$ cat src/rtl/button_pkg.sv
// Shared types and helpers for the front-panel button conditioning path.
package button_pkg;

    localparam int unsigned NUM_BUTTONS = 16;

    typedef logic [NUM_BUTTONS-1:0] button_vec_t;

    // Isolate the lowest set bit; index 0 wins arbitration.
    function automatic button_vec_t lowest_onehot(input button_vec_t v);
        return v & (-v);
    endfunction

endpackage

$ cat src/rtl/button_debounce_cell.sv
// One button: 2-flop synchroniser plus tick-based debounce counter and stable level.
module button_debounce_cell #(
    parameter int unsigned DEBOUNCE_TICKS = 10
) (
    input  logic clk,
    input  logic reset,
    input  logic level,
    input  logic tick,
    output logic stable,
    output logic stable_next_c
);

    localparam int unsigned CNT_W = $clog2(DEBOUNCE_TICKS + 1);

    logic             sync_q1;
    logic             sync_q2;
    logic [CNT_W-1:0] cnt;
    logic [CNT_W-1:0] cnt_next_c;

    // Any return to the stable level restarts the count.
    always_comb begin
        stable_next_c = stable;
        cnt_next_c    = cnt;
        if (sync_q2 == stable) begin
            cnt_next_c = '0;
        end else if (tick && (cnt == CNT_W'(DEBOUNCE_TICKS - 1))) begin
            stable_next_c = sync_q2;
            cnt_next_c    = '0;
        end else if (tick) begin
            cnt_next_c = cnt + CNT_W'(1);
        end
    end

    always_ff @(posedge clk) begin
        if (reset) begin
            sync_q1 <= 1'b0;
            sync_q2 <= 1'b0;
            cnt     <= '0;
            stable  <= 1'b0;
        end else begin
            sync_q1 <= level;
            sync_q2 <= sync_q1;
            cnt     <= cnt_next_c;
            stable  <= stable_next_c;
        end
    end

endmodule

$ cat src/rtl/button_debounce_queue.sv
// Debounces 16 pushbuttons and serialises press events into single-cycle one-hot pulses.
module button_debounce_queue
    import button_pkg::*;
#(
    parameter int unsigned TICK_DIV       = 50000,
    parameter int unsigned DEBOUNCE_TICKS = 10,
    parameter bit          ACTIVE_LOW     = 1'b1
) (
    input  logic                   clk,
    input  logic                   reset,
    input  logic [NUM_BUTTONS-1:0] buttons_raw,
    output logic [NUM_BUTTONS-1:0] buttons,
    output logic [NUM_BUTTONS-1:0] pressed
);

    localparam int unsigned PRE_W = (TICK_DIV > 1) ? $clog2(TICK_DIV) : 1;

    logic [PRE_W-1:0] pre_cnt;
    logic             tick_c;
    button_vec_t      norm_c;
    button_vec_t      stable_q;
    button_vec_t      stable_next_c;
    button_vec_t      rise_c;
    button_vec_t      grant_c;
    button_vec_t      pending;
    button_vec_t      pending_next_c;

    // Shared debounce tick prescaler.
    assign tick_c = (pre_cnt == PRE_W'(TICK_DIV - 1));

    always_ff @(posedge clk) begin
        if (reset) begin
            pre_cnt <= '0;
        end else if (tick_c) begin
            pre_cnt <= '0;
        end else begin
            pre_cnt <= pre_cnt + PRE_W'(1);
        end
    end

    assign norm_c = ACTIVE_LOW ? ~buttons_raw : buttons_raw;

    for (genvar i = 0; i < NUM_BUTTONS; i++) begin : g_cell
        button_debounce_cell #(
            .DEBOUNCE_TICKS(DEBOUNCE_TICKS)
        ) u_cell (
            .clk          (clk),
            .reset        (reset),
            .level        (norm_c[i]),
            .tick         (tick_c),
            .stable       (stable_q[i]),
            .stable_next_c(stable_next_c[i])
        );
    end

    // Presses only; releases never queue an event.
    assign rise_c         = stable_next_c & ~stable_q;
    assign grant_c        = lowest_onehot(pending);
    assign pending_next_c = (pending & ~grant_c) | rise_c;

    always_ff @(posedge clk) begin
        if (reset) begin
            pending <= '0;
            buttons <= '0;
        end else begin
            pending <= pending_next_c;
            buttons <= grant_c;
        end
    end

    assign pressed = stable_q;

endmodule
$ cat config.mk
export PLATFORM = sky130hd
export DESIGN_NAME = button_debounce_queue
export DESIGN_NICKNAME = d
export VERILOG_FILES = /design/src/rtl/button_pkg.sv /design/src/rtl/button_debounce_cell.sv /design/src/rtl/button_debounce_queue.sv
export SDC_FILE = /design/constraint.sdc
export NUM_CORES = 1
export LEC_CHECK = 0
export CAP_MARGIN = 10
export CORE_ASPECT_RATIO = 0.75
export CORE_MARGIN = 2
export CORE_UTILIZATION = 50
export CTS_CLUSTER_DIAMETER = 200
export DETAILED_ROUTE_END_ITERATION = 12
export GPL_TIMING_DRIVEN = 1
export PLACE_DENSITY = 0.8
export SETUP_SLACK_MARGIN = 0.4
export SLEW_MARGIN = 20
export SYNTH_ARGS = -nofsm -noshare
export SYNTH_HDL_FRONTEND = slang
export SYNTH_SLANG_ARGS = --single-unit
$ cat constraint.sdc
create_clock -name clk -period 2.4 [get_ports clk]
set_clock_uncertainty 0.2 [all_clocks]
set_input_delay 0.72 -clock clk [delete_from_list [all_inputs] [get_ports clk]]
set_output_delay 0.72 -clock clk [all_outputs]
set_load 0.03 [all_outputs]
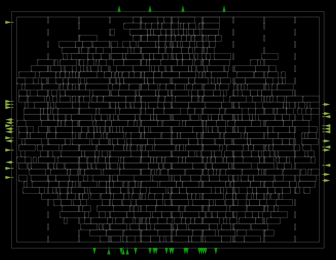
*Placed standard cells, run 1*
Seq cells: 160
# fillers: 897

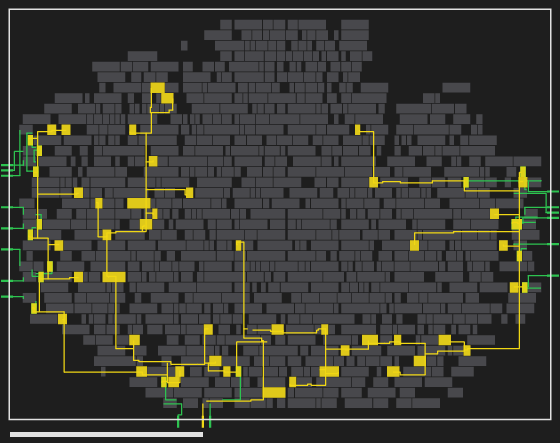
*I/O nets highlighted, run 1*
Bar = 50 um.
| colour | port | direction | end cells | wire |
|---|---|---|---|---|
| yellow | reset | input | 61 | 699 um |
| green | buttons_raw | input | 16 | 221 um |
number of top-level pins: 50
port bufs: 49

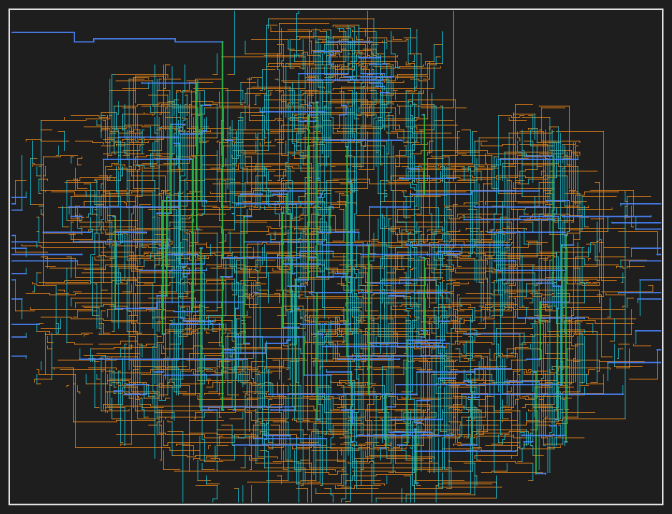
*Metal layers overlaid, run 1*
| colour | layer | wire length |
|---|---|---|
| green | M4 | 919 um |
| blue | M3 | 1500 um |
| cyan | M2 | 9870 um |
| orange | M1 | 8890 um |
wire length per cell: 20.2 um
detailed-route wire length: 21.2 mm
Tot GR Track Use: 23.6%
Vias: 6433

==> Slide: Implementation Results, run 1 <==
Synthesis and Place & Route Summary

Yosys
  • Ys flop type: dfxtp_1
  • Leading area contributor after synthesis: dfxtp_1
  • Syn Area/Cell: approximately 9 um^2
  • Post-synth EDFFs: 0
  • Area leader share: between 40 and 50%
  • Ys async rst share: 0%
  • Cell with the most instances after synthesis: dfxtp_1
  • Chip area in the Yosys report: approximately 7000 um^2
  • Distinct lib cells used: 45
  • Yosys cell count: between 700 and 800
  • Tally of yosys warning messages: 0
  • Synth Seq Share: 46.4%

Cells and area
  • N_diodes: 0
  • Comb gates: between 500 and 600
  • Data buffer area share: 15.4%
  • Top reg by flops: g_cell.u_cell.cnt
  • Non-CTS buffers: about 130
  • Final core occ: 69.5%
  • Nets: 910
  • Fraction of area in multi-input gates: approximately two fifths
  • Top cells excl fill/tap: 152 x dfxtp_1, 74 x nand2_1, 44 x nor2_1, 43 x inv_1, 40 x a21oi_2
  • Logic area: 3780 um^2
  • Layout Cells excl Fill: 1046

STA
  • Fmax: around 380 MHz
  • Setup TNS: -7.02 ns
  • Worst setup margin: -0.224 ns
  • Least-Margin Pin Slew: 0.934 ns
  • Tcrit/Tclk final: 109%
  • Max_slew headroom: about 38%
  • Unrepaired setup endpoints after global routing: true
  • Finish-stage setup viols: slightly below 60
  • Final tally of hold violations: 0

Critical path
  • CP Launch Type: flip-flop
  • Reg2reg end: g_cell[4].u_cell.cnt[1]$_SDFFE_PP0P_
  • Family with the most delay on the worst path: simple AND/OR/NAND/NOR gates
  • Stages on the worst setup path: 6
  • Critical Path AT: approximately 2.8 ns
  • FF-to-FF path depth: 6
  • Max incr delay on CP: a little over 0.6 ns
  • Critical path class: reg2reg
  • Crit path DRT: approximately 2.6 ns
  • Critical path peak fanout: 8
  • CP bufs+invs: 2
  • Worst r2r src: pre_cnt[7]$_SDFF_PP0_
  • CP endpoint: g_cell[4].u_cell.cnt[1]$_SDFFE_PP0P_

Clocking
  • CTS buffer count: 17
  • Clk sinks: 160
  • Number of setup buffers added after CTS: 12
  • CTS Buffer Depth: 2
  • Cts repair resizes: between 150 and 200
  • CTS tree: yes
  • Clock Latency Late Sink: ~0.43 ns
  • Clock slew seen by the registers of the worst setup and hold paths: about 0.060 ns

Global routing
  • GR Overflow Total: 0
  • Vias in the first global route: 5675
  • Antenna violations before repair: 0
  • Pin count of the biggest net entering global routing: 38

Floorplanning
  • Initial core utilization: between 50 and 60%
  • Die height: ~110 um
  • N_taps: around 180
  • Row count: 37
  • Die area: around 15000 um^2

Flow run
  • MaxCap Viol Count: 0

Power and ir drop
  • Peak supply drop: ~0.52 mV
  • Power density cells: just over 600 nW/um^2
  • Leak: 3.62 nW

Worst hold path
  • Worst hold path endpoint: g_cell[5].u_cell.sync_q2$_SDFF_PP0_
  • Hold path depth: 1

Placed design
  • Final Wtd Congestion: between 0.8 and 0.9
  • Placed insts: a little under 1000

Routing
  • DR vias/cell: 6.15
  • Drt first-iter violations: 552
  • Detail Route Antenna Nets: 0

Run status
  • Violated checks: negative setup slack
  • Status: finished with violations
==> run 1: cell families after synthesis <==
kind of cell,Yosys count,share of synthesized area (%)
compound gates,170,15.9
xor+xnor,29,3.68
fa+ha+maj,33,5.98
buf+inv,93,6.23
flops,160,46.4
simple gates,279,21.8
==> run 1: report_power, final <==
part / internal, mW / switching (mW)
Clock: 1.82 / 1.10
Combinational: 0.0635 / 0.0773
Sequential: 2.68 / 0.0189
Total: 4.56 / 1.20
==> run 1: routing by layer <==
metal	track usage, %	share of wire [%]	wire (um)
met2	38.6	47	9870
met5	0	0	0
met4	8.86	4.3	918
met3	4.77	7.1	1500
met1	31.1	42	8890
==> run 2: changes to the inputs <==
--- a/config.mk
+++ b/config.mk
@@ -14,7 +14,7 @@
 export GPL_TIMING_DRIVEN = 1
 export PLACE_DENSITY = 0.8
 export SETUP_SLACK_MARGIN = 0.4
-export SLEW_MARGIN = 20
+export SLEW_MARGIN = 30
 export SYNTH_ARGS = -nofsm -noshare
 export SYNTH_HDL_FRONTEND = slang
 export SYNTH_SLANG_ARGS = --single-unit
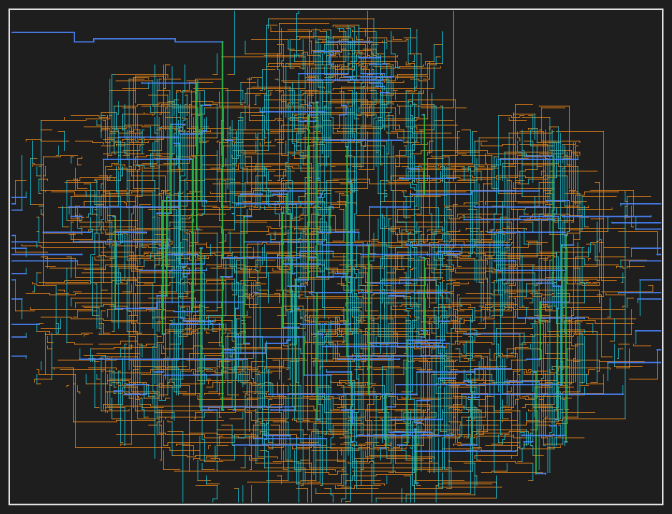
*Metal layers overlaid, run 2*
| colour | layer | wire length |
|---|---|---|
| blue | M3 | 1500 um |
| cyan | M2 | 9870 um |
| orange | M1 | 8890 um |
| green | M4 | 919 um |

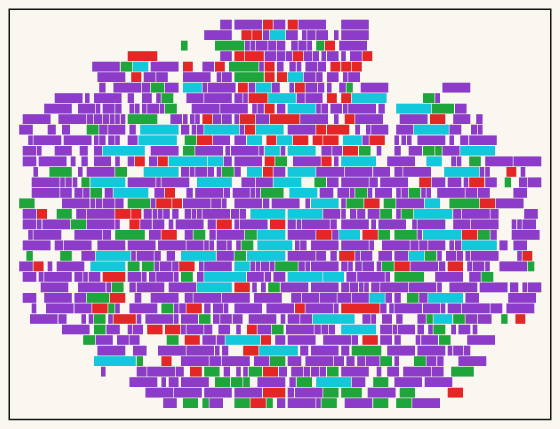
*Sizing map, run 2*
| colour | size | cells | share |
|---|---|---|---|
| red | x3 and x4 | 91 | 10% |
| purple | x1 and smaller | 617 | 71% |
| green | x2 | 100 | 11% |
| cyan | x6 and larger | 63 | 7.2% |

==> run 2 against run 1 <==
Compared with the run above: non-clock buffer count did not move; area after synthesis is the same; the run still ends with negative setup slack left; worst setup slack stayed put; largest cell class unchanged; die area unchanged; hold slack is the same.
==> Slide: Implementation Results, run 2 <==
Synthesis and Place & Route Summary

Critical path
  • CP endpoint: g_cell[4].u_cell.cnt[1]$_SDFFE_PP0P_
  • Critical path peak fanout: 8 (unchanged)
  • Critical path class: reg2reg
  • Crit path DRT: 2.55 ns (about the same)
  • Critical Path AT: 2.77 ns (about the same)
  • CP Launch Type: flip-flop
  • Reg2reg end: g_cell[4].u_cell.cnt[1]$_SDFFE_PP0P_
  • Worst r2r src: pre_cnt[7]$_SDFF_PP0_
  • FF-to-FF path depth: 6 (unchanged)

Yosys
  • Cell with the most instances after synthesis: dfxtp_1
  • Syn Area/Cell: 9.04 um^2 (unchanged)
  • Xor/xnor share: 3.68% (unchanged)
  • Chip area in the Yosys report: 6910 um^2 (unchanged)
  • Distinct lib cells used: 45 (unchanged)
  • Yosys cell count: 764 (unchanged)
  • Simple-Gate Fraction of Synth Area: 21.8% (unchanged)
  • Top cells by count, synth: 160 x dfxtp_1, 74 x nand2_1, 70 x a21oi_1, 51 x nor2_1, 43 x inv_1
  • Top comb family, area: simple AND/OR/NAND/NOR gates
  • Tally of yosys warning messages: 0 (unchanged)
  • Area leader share: 46.4% (unchanged)
  • Fa+ha+maj area frac: 5.98% (unchanged)
  • Post-synth EDFFs: 0 (unchanged)
  • Mux frac, synth: 0% (unchanged)
  • Leading area contributor after synthesis: dfxtp_1
  • Synth Seq Share: 46.4% (unchanged)

Clocking
  • CTS Buffer Depth: 2 (unchanged)
  • Clock slew seen by the registers of the worst setup and hold paths: 0.06 ns (about the same)
  • Clock Latency Late Sink: 0.43 ns (about the same)
  • CTS tree: yes
  • Clk sinks: 160 (unchanged)
  • CTS buffer count: 17 (unchanged)

Routing
  • Top layer in use: met4
  • Wire length per cell: 20.2 um (unchanged)
  • DRT met1 WL: 8.89 mm (unchanged)
  • Met2 wire length: 9.87 mm (unchanged)
  • Detail Route Antenna Nets: 0 (unchanged)
  • Vias: 6433 (unchanged)
  • Met3 wire length: 1.50 mm (unchanged)
  • DR vias/cell: 6.15 (unchanged)
  • Drt first-iter violations: 552 (unchanged)

Global routing
  • GR Util met2: 38.6% (unchanged)
  • Most Used Layer, Global Route: met2
  • Vias in the first global route: 5675 (unchanged)
  • Antenna violations before repair: 0 (unchanged)
  • M3 GR Usage: 4.77% (unchanged)
  • GRT met1 Usage: 31.1% (unchanged)
  • Tot GR Track Use: 23.6% (unchanged)
  • GR Overflow Total: 0 (unchanged)
  • Pin count of the biggest net entering global routing: 38 (unchanged)

Power and ir drop
  • Seq power: 2.70 mW (about the same)
  • Sw power: 1.20 mW (unchanged)
  • Comb power frac: 2.4% (about the same)
  • Power Total: about 5.8 mW
  • Sequential power share: 46.9% (about the same)
  • Peak supply drop: 0.522 mV (unchanged)
  • Combinational Power: 141 uW (about the same)
  • Sw frac: 20.8% (unchanged)
  • Pint: 4.56 mW (unchanged)
  • Main power group: clock
  • Power density cells: 609 nW/um^2 (unchanged)

Run status
  • Violated checks: negative setup slack
  • Status: finished with violations

STA
  • Least-Margin Pin Slew: 0.934 ns (unchanged)
  • Max_slew headroom: 37.6% (unchanged)
  • Final tally of hold violations: 0 (unchanged)
  • Tcrit/Tclk final: 109% (unchanged)
  • Setup TNS: -7.02 ns (unchanged)
  • Finish-stage setup viols: 58 (unchanged)
  • Unrepaired setup endpoints after global routing: true
  • Worst setup margin: -0.224 ns (unchanged)

Cells and area
  • Layout Cells excl Fill: 1046 (unchanged)
  • # fillers: 897 (unchanged)
  • Top cells excl fill/tap: 152 x dfxtp_1, 74 x nand2_1, 44 x nor2_1, 43 x inv_1, 40 x a21oi_2
  • Logic area: 3780 um^2 (unchanged)
  • N_diodes: 0 (unchanged)
  • Nets: 910 (unchanged)
  • Final core occ: 69.5% (unchanged)

Floorplanning
  • Number of top-level pins: 50 (unchanged)
  • Die area: 14800 um^2 (unchanged)
  • Initial core utilization: 50.7% (unchanged)
  • Row count: 37 (unchanged)
  • Die height: 106 um (unchanged)

Placed design
  • Port bufs: 49 (unchanged)
  • Final Wtd Congestion: 0.837 (unchanged)
  • Pre-CTS setup slack: -0.330 ns
  • Placed insts: 975 (unchanged)

Flow run
  • MaxCap Viol Count: 0 (unchanged)

Worst hold path
  • Hold path depth: 1 (unchanged)
  • Worst hold path endpoint: g_cell[5].u_cell.sync_q2$_SDFF_PP0_
## run 2: cell counts in the layout (fill, tap and decap cells not counted)
Identical to the previous run, type by type.
## run 2: final cells by class
class / instances / share of cell area, %
clock buffer: 21 / 4.97
clock inverter: 10 / 1.68
inverter: 43 / 1.71
multi-input combinational: 512 / 40.0
sequential: 160 / 34.0
tap: 175 / 2.31
timing repair buffer: 125 / 15.4
## run 2: what timing repair did
action | CTS | global route
resized | 188 | 97
buffers inserted | 12 | 11
setup endpoints to repair | 152 | 123
cloned | 7 | 10
pin swaps | 37 | 55
## run 2: critical path: stages (launching register included)
cell and delay [ns]:
dfxtp_2 0.31, or4b_4 0.56, or4_4 0.62, buf_6 0.18
clkbuf_16 0.16, or3_1 0.36, a21oi_2 0.16
No activity file was given, so power comes from the tool's default toggle rates.
